run_1/wire_density.png
Bar = 50 µm. 25 x 25 tiles, from black (low) to pale yellow (high), scaled to the fullest tile. Values are wire area over tile area, all layers added.
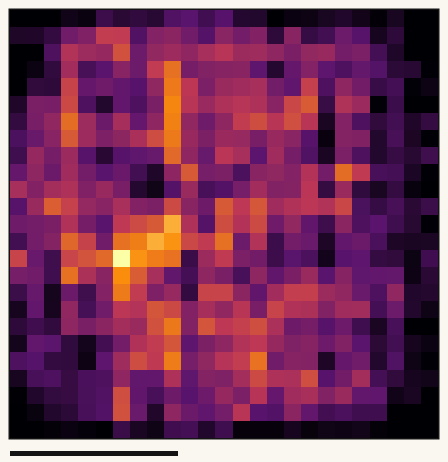
run_1/final_placement.png
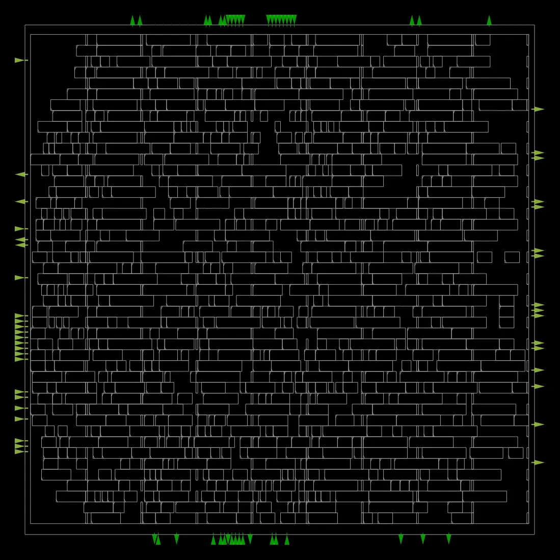
run_1/cell_classes.png
Fill, decap, tap and diode cells in gray.
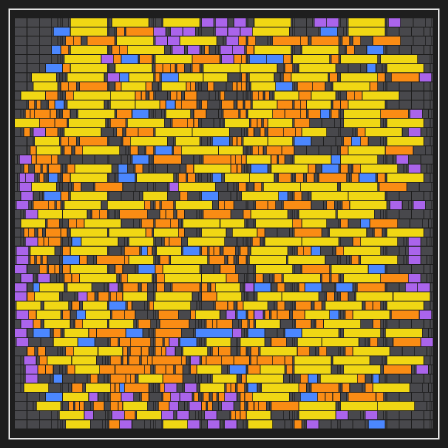
Design bscan_dr_bridge, sky130hd; sources not shown.
==> impl_metrics.csv, run 1 <==
group,metric,value,unit
run_status,status,"finished clean",
floorplan,initCoreUtil,0.619,
logic_synthesis,ys_ff,222,
final_timing,fmax,292,MHz
critical_path,path_delay_family,"buffers and inverters",
critical_path,critPathMaxFanout,32,
final_timing,clock_skew,0.0116,ns
final_timing,timing.setup.tns,0,ns
logic_synthesis,ys_warn_count,0,
routing,drt-vias-per-instance,5.66,
final_timing,maxSlewHeadroom,0.0777,
power,ir_worst_vdd,0.000300,V
grt,grt_first_pass_wirelength,31.6,mm
clock_network,cts_buffer_depth,3,
placement,placed_cell_area,0.0103,mm²
placement,dp_slack,2.60,ns
critical_path,crit_path_cell_trace,"buf_4, mux4_2, clkdlybuf4s50_1",
cells_and_area,diodes,0,
grt,grt_max_degree,65,
logic_synthesis,synthCells,706,
cells_and_area,largest_register_ffs,128,
flow_run,warnings,26,
clock_network,htreeDepth,2,
logic_synthesis,syn_nets,752,
clock_network,cts.repair.resized,0,
hold_path,hold_class,"register to register",
power,power.leakage,0.00386,µW
cells_and_area,final_layout_size_suffix_gt1_frac,0.193,
critical_path,cp-start-kind,"register",
power,power_density,320,mW/mm²
logic_synthesis,topCellsByArea,"edfxtp_1, dfxtp_1, and2_1",
placement,portBuffers,78,
logic_synthesis,yosys_area,0.00945,mm²
clock_network,cts_tree,"built",
grt,grt_pass1_vias,6047,
clock_network,cts-buffers-inserted,36,
clock_network,cts_setup_buffers,0,
logic_synthesis,ff_type,"edfxtp_1",
final_timing,finalCriticalPeriod,3.42,ns
logic_synthesis,yosys.area.top_type_share,0.407,
critical_path,timing.reg2reg.setup_slack,2.99,ns
routing,drc,0,
clock_network,cts.clk_slew.worst_paths,0.06,ns
critical_path,r2r_cells,5,
final_timing,rsz0062_at_grt,"false",
hold_path,min_path_cells,1,
floorplan,die-area,0.0163,mm²
final_timing,finalMaxSlewViolations,0,
clock_network,cts.sinks,222,
flow_run,cap_violations,0,
critical_path,crit_arrival,2.49,ns
grt,grt_overflow,0,
critical_path,critPathBufInv,2,
final_timing,tightest_slew,1.38,ns
final_timing,setup_ws,2.75,ns
logic_synthesis,yosysSeqAreaShare,0.606,
clock_network,hold_buffers,0,
final_timing,final_hold_viol_count,0,
cells_and_area,nets,828,
logic_synthesis,avgSynthCellArea,13.4,µm²
routing,dr.pass1.iters,5,
logic_synthesis,ys_cells,706,
routing,antenna_left,0,
cells_and_area,syn2layout_area_growth,16.6,%
routing,drtIter0Drc,447,
final_timing,setup_violations,0,
clock_network,clk_root_buffer_cell,"clkbuf_8",
cells_and_area,lay_top_cells,"and2_1, edfxtp_1, dfxtp_1",
logic_synthesis,synth_cell_type_count,38,
logic_synthesis,ys_async_sr_fraction,0,
critical_path,worst_ep_required_time,5.24,ns
grt,antenna_found_initial,0,
logic_synthesis,largest_area_cell,"edfxtp_1",
critical_path,max_stage_delay,0.64,ns
critical_path,crit_cells,3,
final_timing,period_used_share,0.554,
logic_synthesis,synth-edff-count,128,
critical_path,critPathCaptureType,"output pin",
logic_synthesis,synth_area,0.00945,mm²
placement,dp.final_hpwl,11.2,mm
placement,gp_congestion,0.762,
floorplan,io_pins,79,
clock_network,insertion_delay,0.51,ns
floorplan,die_y,127,µm
critical_path,cpMaxStageDelayCell,"mux4_2",
## Picture notes: wire_density.png
fullest tile: 0.65
mean over tiles: 0.19
tiles over half the peak: 13%
nearly empty tiles: 7.2%
WL final: 19.7 mm
gr usage total: 0.258
DR vias: 5768
routed len/inst: 19.3 µm

## Picture notes: final_placement.png
Core Region: 0.0153 mm²
# fillers: 1068
std cell rows: 45

## Picture notes: cell_classes.png
legend:
  purple:
    class: other buffers and delay cells
    cells: 93
  orange:
    class: all other logic
    cells: 429
  yellow:
    class: flip-flops
    cells: 222
  blue:
    class: clock drivers and dummy loads
    cells: 64
sequential share of cell area: 0.520
Core Util, Final: 0.722
Finished Cell Area: 0.0110 mm²

==> run 1: cells by family (layout without fill, tap and decap cells) <==
logic type,count (synthesis),after routing,synth area share
fa+ha+maj,3,3,0.00477
buf+inv,64,166,0.0396
flops,222,222,0.606
xor+xnor,4,4,0.00371
mux,65,65,0.111
compound gates,112,112,0.0881
simple gates,236,236,0.147
==> run 1: where the power goes <==
group / internal (µW) / switching (µW)
Clock: 737 / 539
Combinational: 333 / 250
Sequential: 1630 / 41.1
Total: 2700 / 830
==> run 1: routing by layer <==
metal  wire (µm)  track usage
met1        8400        0.329
met2        9860        0.438
met3        1060       0.0532
met4         364       0.0938
met5           0            0
==> run 1: Yosys cell counts (3+ instances only) <==
master and n:
and2_1 128, edfxtp_1 128, dfxtp_1 94, a21oi_1 67, nand2_1 64, mux2i_1 33
mux4_2 32, a211oi_2 30, clkbuf_1 25, nor2b_1 20, buf_6 16, buf_2 11
inv_1 9, nor2_1 8, a211oi_1 3, buf_1 3, nor4b_4 3, xnor2_1 3
==> run 1: metrics by stage <==
step           utilization  hold slack [ns]  cells
2_1_floorplan            -            0.414    706
3_3_place_gp         0.674            0.419    955
4_1_cts              0.722            0.444   1019
5_1_grt              0.722            0.456   1019
3_5_place_dp         0.674            0.430    955
6_report             0.722            0.437   1019
==> run 1: cell type report <==
cell class	count	area, µm²	area share
clock inverter	5	48.8	0.00443
tap	211	264	0.0240
timing repair buffer	93	888	0.0806
clock buffer	59	681	0.0618
inverter	9	33.8	0.00307
multi-input combinational	420	3370	0.306
sequential	222	5730	0.520
--- run 2 (diff from run 1) ---
- CORE_UTILIZATION: 60 -> 54
- clock period: 6.17 -> 3 ns (I/O delays scaled with it)
==> impl_metrics.csv, run 2 <==
group,metric,value,unit
power,ir_worst_vdd,0.000417,V
routing,wl_met1,8.32,mm
hold_path,hold_class,"input pin to register",
logic_synthesis,yosys.area.top_type_share,0.407,
logic_synthesis,synthAdderAreaFrac,0.00477,
critical_path,timing.reg2reg.setup_slack,0.89,ns
grt,grt_pass1_vias,5910,
cells_and_area,largest_register_ffs,128,
final_timing,rsz0062_at_grt,"false",
logic_synthesis,yosysSeqAreaShare,0.606,
clock_network,cts.sinks,222,
cells_and_area,final_layout_size_suffix_gt1_frac,0.205,
routing,antenna_left,0,
power,power_density,654,mW/mm²
critical_path,cpMaxStageDelayCell,"mux4_2",
critical_path,critPathMaxFanout,32,
final_timing,timing.setup.tns,0,ns
logic_synthesis,topCellsByArea,"edfxtp_1, dfxtp_1, and2_1",
placement,placed_cell_area,0.0105,mm²
logic_synthesis,ys_ff,222,
logic_synthesis,synth_cell_type_count,38,
clock_network,cts.repair.resized,0,
logic_synthesis,top_cells_by_count,"and2_1, edfxtp_1, dfxtp_1",
cells_and_area,final-comb-area,0.00340,mm²
critical_path,cp-start-kind,"register",
final_timing,tightest_slew,0.643,ns
grt,grt_max_degree,36,
logic_synthesis,ys_cells,706,
critical_path,critPathBufInv,2,
logic_synthesis,synthCells,706,
clock_network,cts-buffers-inserted,37,
cells_and_area,fillers,1323,
final_timing,setup_violations,0,
clock_network,insertion_delay,0.52,ns
logic_synthesis,aoi_share,0.0881,
placement,dp_slack,0.486,ns
logic_synthesis,syn_nets,752,
routing,route.met2.wl,10.4,mm
placement,portBuffers,78,
routing,drt-vias-per-instance,5.49,
cells_and_area,syn2layout_area_growth,18.8,%
final_timing,period_used_share,0.882,
final_timing,final_hold_viol_count,0,
floorplan,initCoreUtil,0.550,
critical_path,max_stage_delay,0.59,ns
placement,gp_congestion,0.781,
logic_synthesis,ys_warn_count,0,
logic_synthesis,ys_sh_xor,0.00371,
logic_synthesis,simple_gate_share,0.147,
final_timing,clock_skew,0.0235,ns
critical_path,path_delay_family,"buffers and inverters",
logic_synthesis,synth_area,0.00945,mm²
clock_network,hold_buffers,0,
logic_synthesis,synth-edff-count,128,
floorplan,die-area,0.0180,mm²
grt,grt_overflow,0,
critical_path,r2r_cells,8,
logic_synthesis,ff_type,"edfxtp_1",
critical_path,critPathCaptureType,"output pin",
final_timing,maxSlewHeadroom,0.571,
clock_network,clk_root_buffer_cell,"clkbuf_8",
floorplan,die_width,134,µm
power,power.leakage,0.00395,µW
final_timing,finalMaxSlewViolations,0,
critical_path,crit_cells,3,
flow_run,warnings,27,
final_timing,whs,0.350,ns
placement,dp.final_hpwl,12.1,mm
routing,drc,0,
run_status,status,"finished clean",
routing,dr.pass1.iters,5,
logic_synthesis,yosys_area,0.00945,mm²
clock_network,htreeDepth,2,
final_timing,setup_ws,0.353,ns
final_timing,fmax,378,MHz
logic_synthesis,avgSynthCellArea,13.4,µm²
logic_synthesis,ys_async_sr_fraction,0,
floorplan,coreArea,0.0172,mm²
routing,drtIter0Drc,285,
routing,route.met3.wl,968,µm
final_timing,finalCriticalPeriod,2.65,ns
cells_and_area,lay_top_cells,"edfxtp_1, and2_1, dfxtp_1",
floorplan,die_y,134,µm
critical_path,crit_path_cell_trace,"buf_12, mux4_2, clkdlybuf4s50_1",
cells_and_area,mostFrequentLayoutCell,"edfxtp_1",
routing,highest_layer,"met4",
clock_network,cts_tree,"built",
logic_synthesis,logic_family,"simple AND/OR/NAND/NOR gates",
grt,grt_first_pass_wirelength,31.0,mm
cells_and_area,fin_area,0.0112,mm²
hold_path,min_path_cells,2,
logic_synthesis,mux_share,0.111,
clock_network,cts_setup_buffers,0,
logic_synthesis,largest_area_cell,"edfxtp_1",
critical_path,worst_ep_required_time,2.55,ns
clock_network,cts_buffer_depth,3,
cells_and_area,nets,840,
clock_network,cts.clk_slew.worst_paths,0.06,ns
cells_and_area,diodes,0,
flow_run,cap_violations,0,
critical_path,crit_arrival,2.20,ns
floorplan,io_pins,79,
grt,antenna_found_initial,0,
grt,grt_usage,0.228,
[run 2: routing by layer]
| metal | global-route usage | vias up |
|---|---|---|
| li1 | - | 2713 |
| met1 | 0.283 | 2877 |
| met2 | 0.400 | 136 |
| met3 | 0.0450 | 21 |
| met4 | 0.0718 | 0 |
| met5 | 0 | - |
[run 2: per-stage QoR]
step	std cells	power [µW]
final	1046	7340
after global routing	1046	7640
after CTS	1046	7410
after detailed placement	980	4750
after global placement	980	4740
after floorplan	706	4190
[run 2: layout make-up]
type | count | area share
Clock buffer | 61 | 0.0648
Tap cell | 225 | 0.0251
Multi-Input combinational cell | 420 | 0.303
Sequential cell | 222 | 0.510
Inverter | 9 | 0.00301
Timing Repair Buffer | 104 | 0.0921
Clock inverter | 5 | 0.00223
[run 2: logic make-up (layout without fill, tap and decap cells)]
group	after synthesis	after routing
compound gates	112	112
flops	222	222
buf+inv	64	179
simple gates	236	236
xor+xnor	4	4
mux	65	65
fa+ha+maj	3	3
[run 2: where the power goes]
part           total (µW)  internal [µW]  switching [µW]
clock network        2670           1530            1140
registers            3420           3340            76.6
logic                1250            722             526
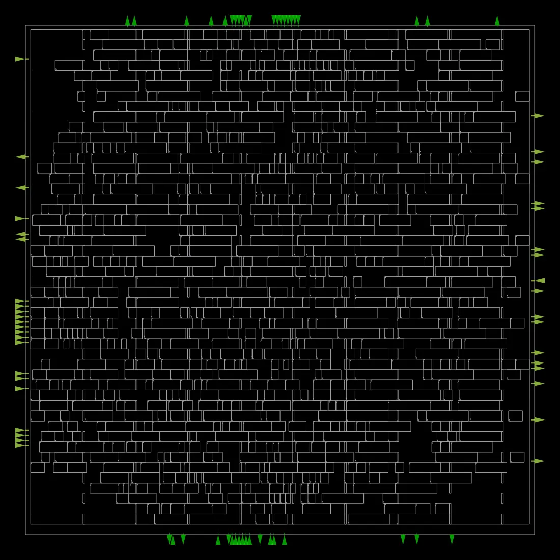
run_2/final_placement.png
std cell rows: 48
Core Util, Final: 0.654
sequential share of cell area: 0.510
registers: 222

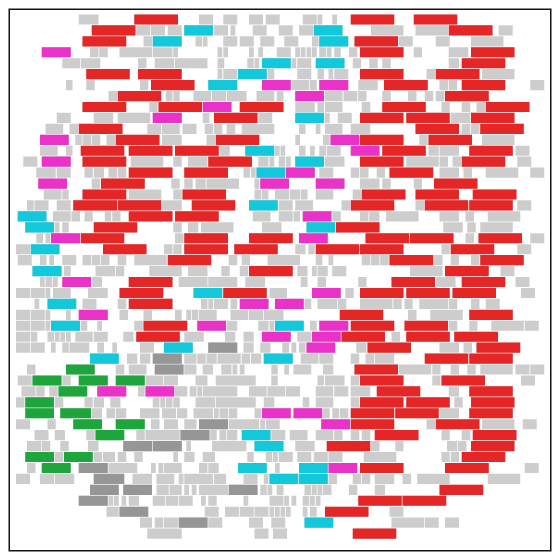
run_2/registers.png
legend:
  magenta:
    netlist_name: shreg
    placed_flops: 33
  green:
    netlist_name: jsync_p
    placed_flops: 14
    where: bottom left
  red:
    netlist_name: u_fifo.mem
    placed_flops: 128
    where: all over the die
  cyan:
    netlist_name: tx_data
    placed_flops: 32
not colored: 15
P_seq: 3420 µW
register area: 0.00573 mm²

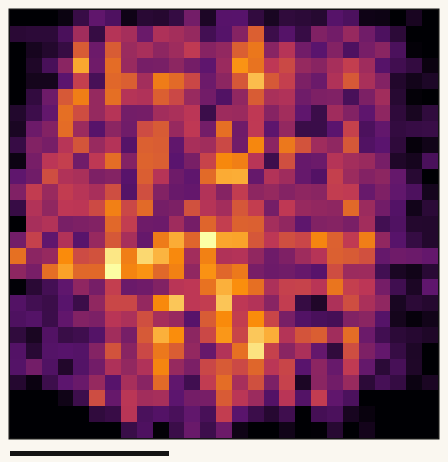
run_2/wire_density.png
Bar = 50 µm. 27 x 27 tiles, from black (low) to pale yellow (high), scaled to the fullest tile. Values are wire area over tile area, all layers added.
nearly empty tiles: 7.8%
fullest tile: 0.49
mean over tiles: 0.17
tiles over half the peak: 25%
densest ninth of the die: middle
emptiest ninth of the die: bottom right
routed len/inst: 19.0 µm
DR vias: 5747
WL final: 19.9 mm

Power and IR drop assume default switching activity.
